$ cat config.mk
export PLATFORM = sky130hd
export DESIGN_NAME = can_tx_sequencer
export DESIGN_NICKNAME = d
export VERILOG_FILES = /design/src/rtl/can_pkg.sv /design/src/rtl/can_frame_fifo.sv /design/src/rtl/can_tx_sequencer.sv
export SDC_FILE = /design/constraint.sdc
export NUM_CORES = 1
export LEC_CHECK = 0
export CELL_PAD_IN_SITES_DETAIL_PLACEMENT = 1
export CELL_PAD_IN_SITES_GLOBAL_PLACEMENT = 2
export CORE_AREA = 2 2 213 215
export DETAILED_ROUTE_END_ITERATION = 10
export DIE_AREA = 0 0 215 217
export HOLD_SLACK_MARGIN = 0.08
export PLACE_DENSITY = 0.76
export SLEW_MARGIN = 10
export SYNTH_ARGS = -nofsm -noshare
export SYNTH_HDL_FRONTEND = slang
export SYNTH_SLANG_ARGS = --single-unit
$ cat constraint.sdc
create_clock -name clk -period 4.6 [get_ports clk]
set_input_delay 0.92 -clock clk [delete_from_list [all_inputs] [get_ports clk]]
set_output_delay 0.92 -clock clk [all_outputs]
set_load 0.03 [all_outputs]
$ cat src/rtl/can_pkg.sv
// Shared types and constants for the CAN transmit sequencer.
package can_pkg;

    localparam int unsigned CAN_ID_W   = 11;
    localparam int unsigned CAN_DLC_W  = 4;
    localparam int unsigned CAN_DATA_W = 64;

    typedef struct packed {
        logic [CAN_ID_W-1:0]   id;
        logic [CAN_DLC_W-1:0]  dlc;
        logic [CAN_DATA_W-1:0] data;
    } can_frame_t;

    typedef enum logic [1:0] {
        IDLE      = 2'd0,
        WAIT_DONE = 2'd1,
        WAIT_ECHO = 2'd2,
        REPORT    = 2'd3
    } seq_state_t;

    localparam logic [1:0] ERR_MISMATCH     = 2'd0;
    localparam logic [1:0] ERR_TX_TIMEOUT   = 2'd1;
    localparam logic [1:0] ERR_ECHO_TIMEOUT = 2'd2;

endpackage

$ cat src/rtl/can_frame_fifo.sv
// Synchronous frame FIFO with peekable head; writes while full are dropped.
module can_frame_fifo
    import can_pkg::*;
#(
    parameter int unsigned DEPTH = 4
) (
    input  logic                   clk,
    input  logic                   rst,
    input  logic                   wr_en,
    input  can_frame_t             wr_frame,
    input  logic                   pop_en,
    output can_frame_t             head_c,
    output logic                   full,
    output logic                   empty,
    output logic [$clog2(DEPTH):0] count,
    output logic                   overflow
);

    localparam int unsigned PTR_W = $clog2(DEPTH);
    localparam int unsigned CNT_W = PTR_W + 1;

    can_frame_t       mem [DEPTH];
    logic [PTR_W-1:0] wr_ptr_q;
    logic [PTR_W-1:0] rd_ptr_q;
    logic             push_c;
    logic             pop_c;
    logic [CNT_W-1:0] count_d;

    assign push_c = wr_en && !full;
    assign pop_c  = pop_en && !empty;
    assign head_c = mem[rd_ptr_q];

    always_comb begin
        count_d = count;
        if (push_c && !pop_c) begin
            count_d = count + CNT_W'(1);
        end else if (!push_c && pop_c) begin
            count_d = count - CNT_W'(1);
        end
    end

    always_ff @(posedge clk or posedge rst) begin
        if (rst) begin
            wr_ptr_q <= '0;
            rd_ptr_q <= '0;
            count    <= '0;
            full     <= 1'b0;
            empty    <= 1'b1;
            overflow <= 1'b0;
        end else begin
            if (push_c) wr_ptr_q <= wr_ptr_q + PTR_W'(1);
            if (pop_c)  rd_ptr_q <= rd_ptr_q + PTR_W'(1);
            count    <= count_d;
            full     <= (count_d == CNT_W'(DEPTH));
            empty    <= (count_d == '0);
            overflow <= wr_en && full;
        end
    end

    // Storage carries no reset; validity is tracked by the pointers.
    always_ff @(posedge clk) begin
        if (push_c) mem[wr_ptr_q] <= wr_frame;
    end

endmodule

$ cat src/rtl/can_tx_sequencer.sv
// Issues queued host frames to the CAN transmitter one at a time and checks
// the loopback echo of each, reporting ok/error per frame.
module can_tx_sequencer
    import can_pkg::*;
#(
    parameter int unsigned DEPTH        = 4,
    parameter int unsigned TX_TIMEOUT   = 20000,
    parameter int unsigned ECHO_TIMEOUT = 2000
) (
    input  logic                   clk,
    input  logic                   rst,
    input  logic                   wr_en,
    input  logic [10:0]            wr_id,
    input  logic [3:0]             wr_dlc,
    input  logic [63:0]            wr_data,
    output logic                   full,
    output logic                   empty,
    output logic [$clog2(DEPTH):0] count,
    output logic                   tx_start,
    output logic [10:0]            tx_id,
    output logic [3:0]             tx_dlc,
    output logic [63:0]            tx_data,
    input  logic                   tx_busy,
    input  logic                   tx_done,
    input  logic                   rx_valid,
    input  logic [10:0]            rx_id,
    input  logic [3:0]             rx_dlc,
    input  logic [63:0]            rx_data,
    output logic                   frame_ok,
    output logic                   frame_err,
    output logic [1:0]             err_code,
    output logic                   overflow,
    output logic                   stray_rx,
    output logic [7:0]             err_cnt
);

    localparam int unsigned MAX_TO  = (TX_TIMEOUT > ECHO_TIMEOUT) ? TX_TIMEOUT : ECHO_TIMEOUT;
    localparam int unsigned TIMER_W = $clog2(MAX_TO) + 1;
    localparam logic [TIMER_W-1:0] TX_LAST   = TIMER_W'(TX_TIMEOUT - 1);
    localparam logic [TIMER_W-1:0] ECHO_LAST = TIMER_W'(ECHO_TIMEOUT - 1);

    seq_state_t         state_q, state_d;
    logic [TIMER_W-1:0] timer_q, timer_d, timer_inc_c;
    logic               echo_seen_q, echo_seen_d;
    logic               echo_ok_q, echo_ok_d;
    can_frame_t         tx_frame_q, tx_frame_d;
    can_frame_t         head_c, wr_frame_c;
    logic               pop_c, match_c, rep_c, rep_ok_c;
    logic [1:0]         rep_code_c;
    logic [3:0]         cmp_len_c;
    logic               tx_start_d, frame_ok_d, frame_err_d, stray_rx_d;
    logic [1:0]         err_code_d;
    logic [7:0]         err_cnt_d;

    assign wr_frame_c = {wr_id, wr_dlc, wr_data};
    assign tx_id      = tx_frame_q.id;
    assign tx_dlc     = tx_frame_q.dlc;
    assign tx_data    = tx_frame_q.data;

    can_frame_fifo #(.DEPTH(DEPTH)) u_fifo (
        .clk      (clk),
        .rst      (rst),
        .wr_en    (wr_en),
        .wr_frame (wr_frame_c),
        .pop_en   (pop_c),
        .head_c   (head_c),
        .full     (full),
        .empty    (empty),
        .count    (count),
        .overflow (overflow)
    );

    // Echo compare: id and dlc exact, payload only over the first min(dlc,8) bytes.
    always_comb begin
        cmp_len_c = (tx_frame_q.dlc > 4'd8) ? 4'd8 : tx_frame_q.dlc;
        match_c   = (rx_id == tx_frame_q.id) && (rx_dlc == tx_frame_q.dlc);
        for (int i = 0; i < 8; i++) begin
            if ((4'(i) < cmp_len_c) &&
                (rx_data[CAN_DATA_W-1-8*i -: 8] != tx_frame_q.data[CAN_DATA_W-1-8*i -: 8])) begin
                match_c = 1'b0;
            end
        end
    end

    assign timer_inc_c = (timer_q == '1) ? timer_q : timer_q + TIMER_W'(1);

    always_comb begin
        state_d     = state_q;
        timer_d     = '0;
        echo_seen_d = echo_seen_q;
        echo_ok_d   = echo_ok_q;
        tx_frame_d  = tx_frame_q;
        tx_start_d  = 1'b0;
        frame_ok_d  = 1'b0;
        frame_err_d = 1'b0;
        err_code_d  = ERR_MISMATCH;
        stray_rx_d  = 1'b0;
        err_cnt_d   = err_cnt;
        pop_c       = 1'b0;
        rep_c       = 1'b0;
        rep_ok_c    = 1'b0;
        rep_code_c  = ERR_MISMATCH;

        case (state_q)
            IDLE: begin
                stray_rx_d = rx_valid;
                if (!empty && !tx_busy) begin
                    tx_frame_d  = head_c;
                    tx_start_d  = 1'b1;
                    echo_seen_d = 1'b0;
                    echo_ok_d   = 1'b0;
                    state_d     = WAIT_DONE;
                end
            end
            WAIT_DONE: begin
                timer_d = timer_inc_c;
                // Loopback echo may arrive before tx_done; keep only the first one.
                if (rx_valid && !echo_seen_q) begin
                    echo_seen_d = 1'b1;
                    echo_ok_d   = match_c;
                end
                if (tx_done) begin
                    if (echo_seen_q || rx_valid) begin
                        rep_c    = 1'b1;
                        rep_ok_c = echo_seen_q ? echo_ok_q : match_c;
                    end else begin
                        timer_d = '0;
                        state_d = WAIT_ECHO;
                    end
                end else if (timer_q >= TX_LAST) begin
                    rep_c      = 1'b1;
                    rep_code_c = ERR_TX_TIMEOUT;
                end
            end
            WAIT_ECHO: begin
                timer_d = timer_inc_c;
                if (rx_valid) begin
                    rep_c    = 1'b1;
                    rep_ok_c = match_c;
                end else if (timer_q >= ECHO_LAST) begin
                    rep_c      = 1'b1;
                    rep_code_c = ERR_ECHO_TIMEOUT;
                end
            end
            REPORT: begin
                stray_rx_d = rx_valid;
                pop_c      = 1'b1;
                state_d    = IDLE;
            end
            default: state_d = IDLE;
        endcase

        if (rep_c) begin
            state_d = REPORT;
            if (rep_ok_c) begin
                frame_ok_d = 1'b1;
            end else begin
                frame_err_d = 1'b1;
                err_code_d  = rep_code_c;
                if (err_cnt != 8'hFF) err_cnt_d = err_cnt + 8'd1;
            end
        end
    end

    always_ff @(posedge clk or posedge rst) begin
        if (rst) begin
            state_q     <= IDLE;
            timer_q     <= '0;
            echo_seen_q <= 1'b0;
            echo_ok_q   <= 1'b0;
            tx_frame_q  <= '0;
            tx_start    <= 1'b0;
            frame_ok    <= 1'b0;
            frame_err   <= 1'b0;
            err_code    <= ERR_MISMATCH;
            stray_rx    <= 1'b0;
            err_cnt     <= '0;
        end else begin
            state_q     <= state_d;
            timer_q     <= timer_d;
            echo_seen_q <= echo_seen_d;
            echo_ok_q   <= echo_ok_d;
            tx_frame_q  <= tx_frame_d;
            tx_start    <= tx_start_d;
            frame_ok    <= frame_ok_d;
            frame_err   <= frame_err_d;
            err_code    <= err_code_d;
            stray_rx    <= stray_rx_d;
            err_cnt     <= err_cnt_d;
        end
    end

endmodule

==> flow_summary_export.csv <==
group,metric,value,unit
routing,viasPerCell,5.08,
place,port_buffers,262,
clocking,postCtsHoldBufs,0,
critical_path,worstPathArrival,4150,ps
clocking,cts_root_buf,"clkbuf_16",
clocking,cts_max_level,2,
yosys,ys_top_logic_family,"multiplexers",
final_layout,clkCellAreaFrac,6.68,%
global_route,use_met2,30.2,%
yosys,simple_gate_area_share,4.11,%
critical_path,r2r-end,"err_cnt[1]",
yosys,ys_top_cells_by_count,"edfxtp_1 (316), dfrtp_1 (122), xnor2_1 (93)",
routing,topRoutingLayerUsed,"met5",
power,p_sw,4790,µW
place,dp_hpwl,27400,µm
global_route,antenna_found_initial,8,
power,p_comb_share,33.2,%
floorplan,pin_count,263,
yosys,synthesis.nets,1111,
flow_run,maxCapViolations,0,
power,p_leak,0.00773,µW
critical_path,ff2ff_path_depth,8,
final_layout,stdcell_count,1873,
final_layout,final_cell_mix,"edfxtp_1 (316), clkdlybuf4s50_1 (262), dfrtp_1 (120), xnor2_1 (93), mux4_2 (79)",
yosys,most_common_cell,"edfxtp_1",
timing,period_needed,3700,ps
place,routabilityCongestion,0.731,
final_layout,largest_register_ffs,316,
yosys,adder_share,0.857,%
final_layout,n_all_buffers,280,
yosys,synth_top_area_share,54.2,%
yosys,syn_inst,935,
critical_path,critPathBufInv,1,
yosys,mux_share,15.4,%
yosys,syn_area,17500,µm²
timing,slew_headroom,36.0,%
global_route,grt_pass1_vias,10200,
routing,wl_met3,2370,µm
timing,final-setup-viol-count,0,
clocking,ctsResizeCount,0,
floorplan,chipWidth,215,µm
global_route,busiest_layer,"met2",
floorplan,die_h,217,µm
timing,finalSetupTns,0,ps
routing,dr_wl_met2,20500,µm
final_layout,buffer_area_share,12.7,%
critical_path,rr_startpoint,"tx_data[58]",
timing,final_hold_viol_count,0,
routing,drtPass1Iterations,6,
routing,met1_length,18100,µm
critical_path,worstSetupPathType,"input port to register",
clocking,cts_buffer_depth,3,
routing,ant_nets,0,
power,powerDensity,652,nW/µm²
floorplan,fp-utilization,39.2,%
yosys,postSynth.asyncResetShare,28.0,%
yosys,edf_count,316,
final_layout,comb_area,4740,µm²
yosys,ys_sh_aoi,1.69,%
final_layout,comb_area_share,21.1,%
global_route,grt_max_degree,47,
yosys,ys_cells,935,
final_layout,fin_area,22500,µm²
routing,initialDrtViolationCount,415,
yosys,yosys_area,17500,µm²
flow_run,log.warning_count,33,
final_layout,utilization,50.3,%
outcome,status,"complete, no violations",
timing,timing.final.ws_setup,895,ps
timing,grt_setup_unrepaired,"false",
critical_path,path_max_fanout,11,
critical_path,crit_path_cell_trace,"clkdlybuf4s50_1, xnor2_1, nand4_1, nor4_1, o2111ai_1, o32ai_2, a21oi_1, nand3_2, mux2_4",
yosys,synth-xor-area-share,5.00,%
final_layout,largest-register,"u_fifo.mem",
clocking,cts_buffers,47,
clocking,post-cts-setup-buffers,0,
timing,timing.fmax,270,MHz
timing,fin_worst_skew,27.7,ps
timing,slew_violations,0,
global_route,track_usage,18.5,%
critical_path,setup.worst_path.start,"rx_data[60]",
place,pre_cts_ws,307,ps
yosys,synth_flop_count,439,
global_route,grt_util_met3,4.11,%
global_route,overflow,0,
critical_path,crit_slowest_cell,"nor4_1",
worst_hold_path,hold_class,"register to register",
critical_path,cp.required,5040,ps
place,place_inst,1782,
yosys,yosysUniqueCellTypes,53,
critical_path,worstSetupEndpointType,"register",
timing,hold_slack,509,ps
floorplan,rows,78,
power,clkPwrFrac,25.0,%
yosys,flop_cell,"edfxtp_1",
final_layout,nNonClkInverters,15,
routing,drc_errors,0,
clocking,clock_latency,580,ps
worst_hold_path,hold_depth,1,
yosys,ys_warn_count,0,
final_layout,multiInputCombCellCount,448,
global_route,grt_first_pass_wirelength,64500,µm
final_layout,diodes,3,
yosys,ys_seq_share,71.7,%
routing,routedWlPerCell,22.5,µm
clocking,cts_tree,"built",
critical_path,crit_cells,9,
==> worst min-delay path by stage <==
| stage | start | endpoint | slack, ps |
|---|---|---|---|
| after detailed placement | err_cnt[4] | err_cnt[4] | 510 |
| after global placement | err_cnt[4] | err_cnt[4] | 480 |
| after global routing | err_cnt[4] | err_cnt[4] | 550 |
| after CTS | err_cnt[4] | err_cnt[4] | 520 |
| final | err_cnt[4] | err_cnt[4] | 510 |
| after floorplan | echo_ok_q | echo_ok_q | 500 |
==> power by group through the flow <==
stage / Clock [µW] / Combinational, µW / Sequential, µW
after floorplan: 0 / 2500 / 6620
after global placement: 0 / 4890 / 6190
after detailed placement: 0 / 4960 / 6230
after CTS: 3780 / 4980 / 6160
after global routing: 3920 / 5230 / 6270
final: 3670 / 4870 / 6120
### Zoomed window

Region (88, 132) to (128, 172) µm. Cells in gray, sequential cells in the stronger gray; small squares are vias.
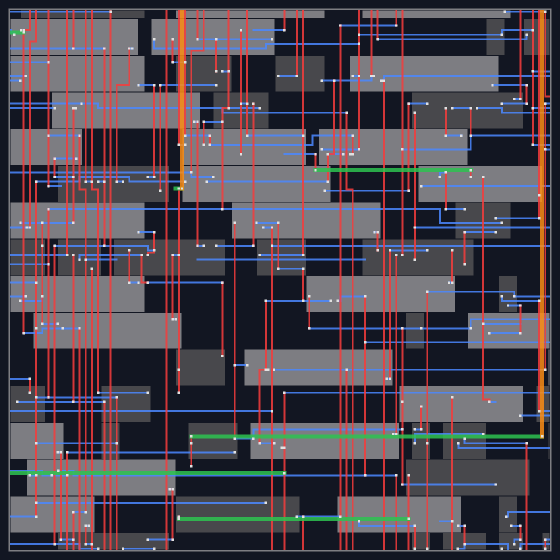
- M4: orange
- M1: blue
- M3: green
- M2: red
- sequential cells in the window: 21
- netlist names of flops here include: `u_fifo.mem` (15), `timer_q` (3), `tx_data` (3)
- cells with their middle in the window: 46
- most frequent: edfxtp_1 (15), clkdlybuf4s50_1 (7), dfrtp_1 (6)

### The metal 2 layer

Scale: 1 px per µm.
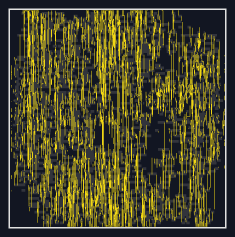
- main direction: vertical
- wire length on this layer: 20.5 mm
- nets with wire on the layer: 1,298
- longest straight run: 101 µm
- share of all routed wire: 49%
WL final: 42,100 µm
via count: 9,508

Power figures rest on the tool's default switching activity, not on a simulated workload.
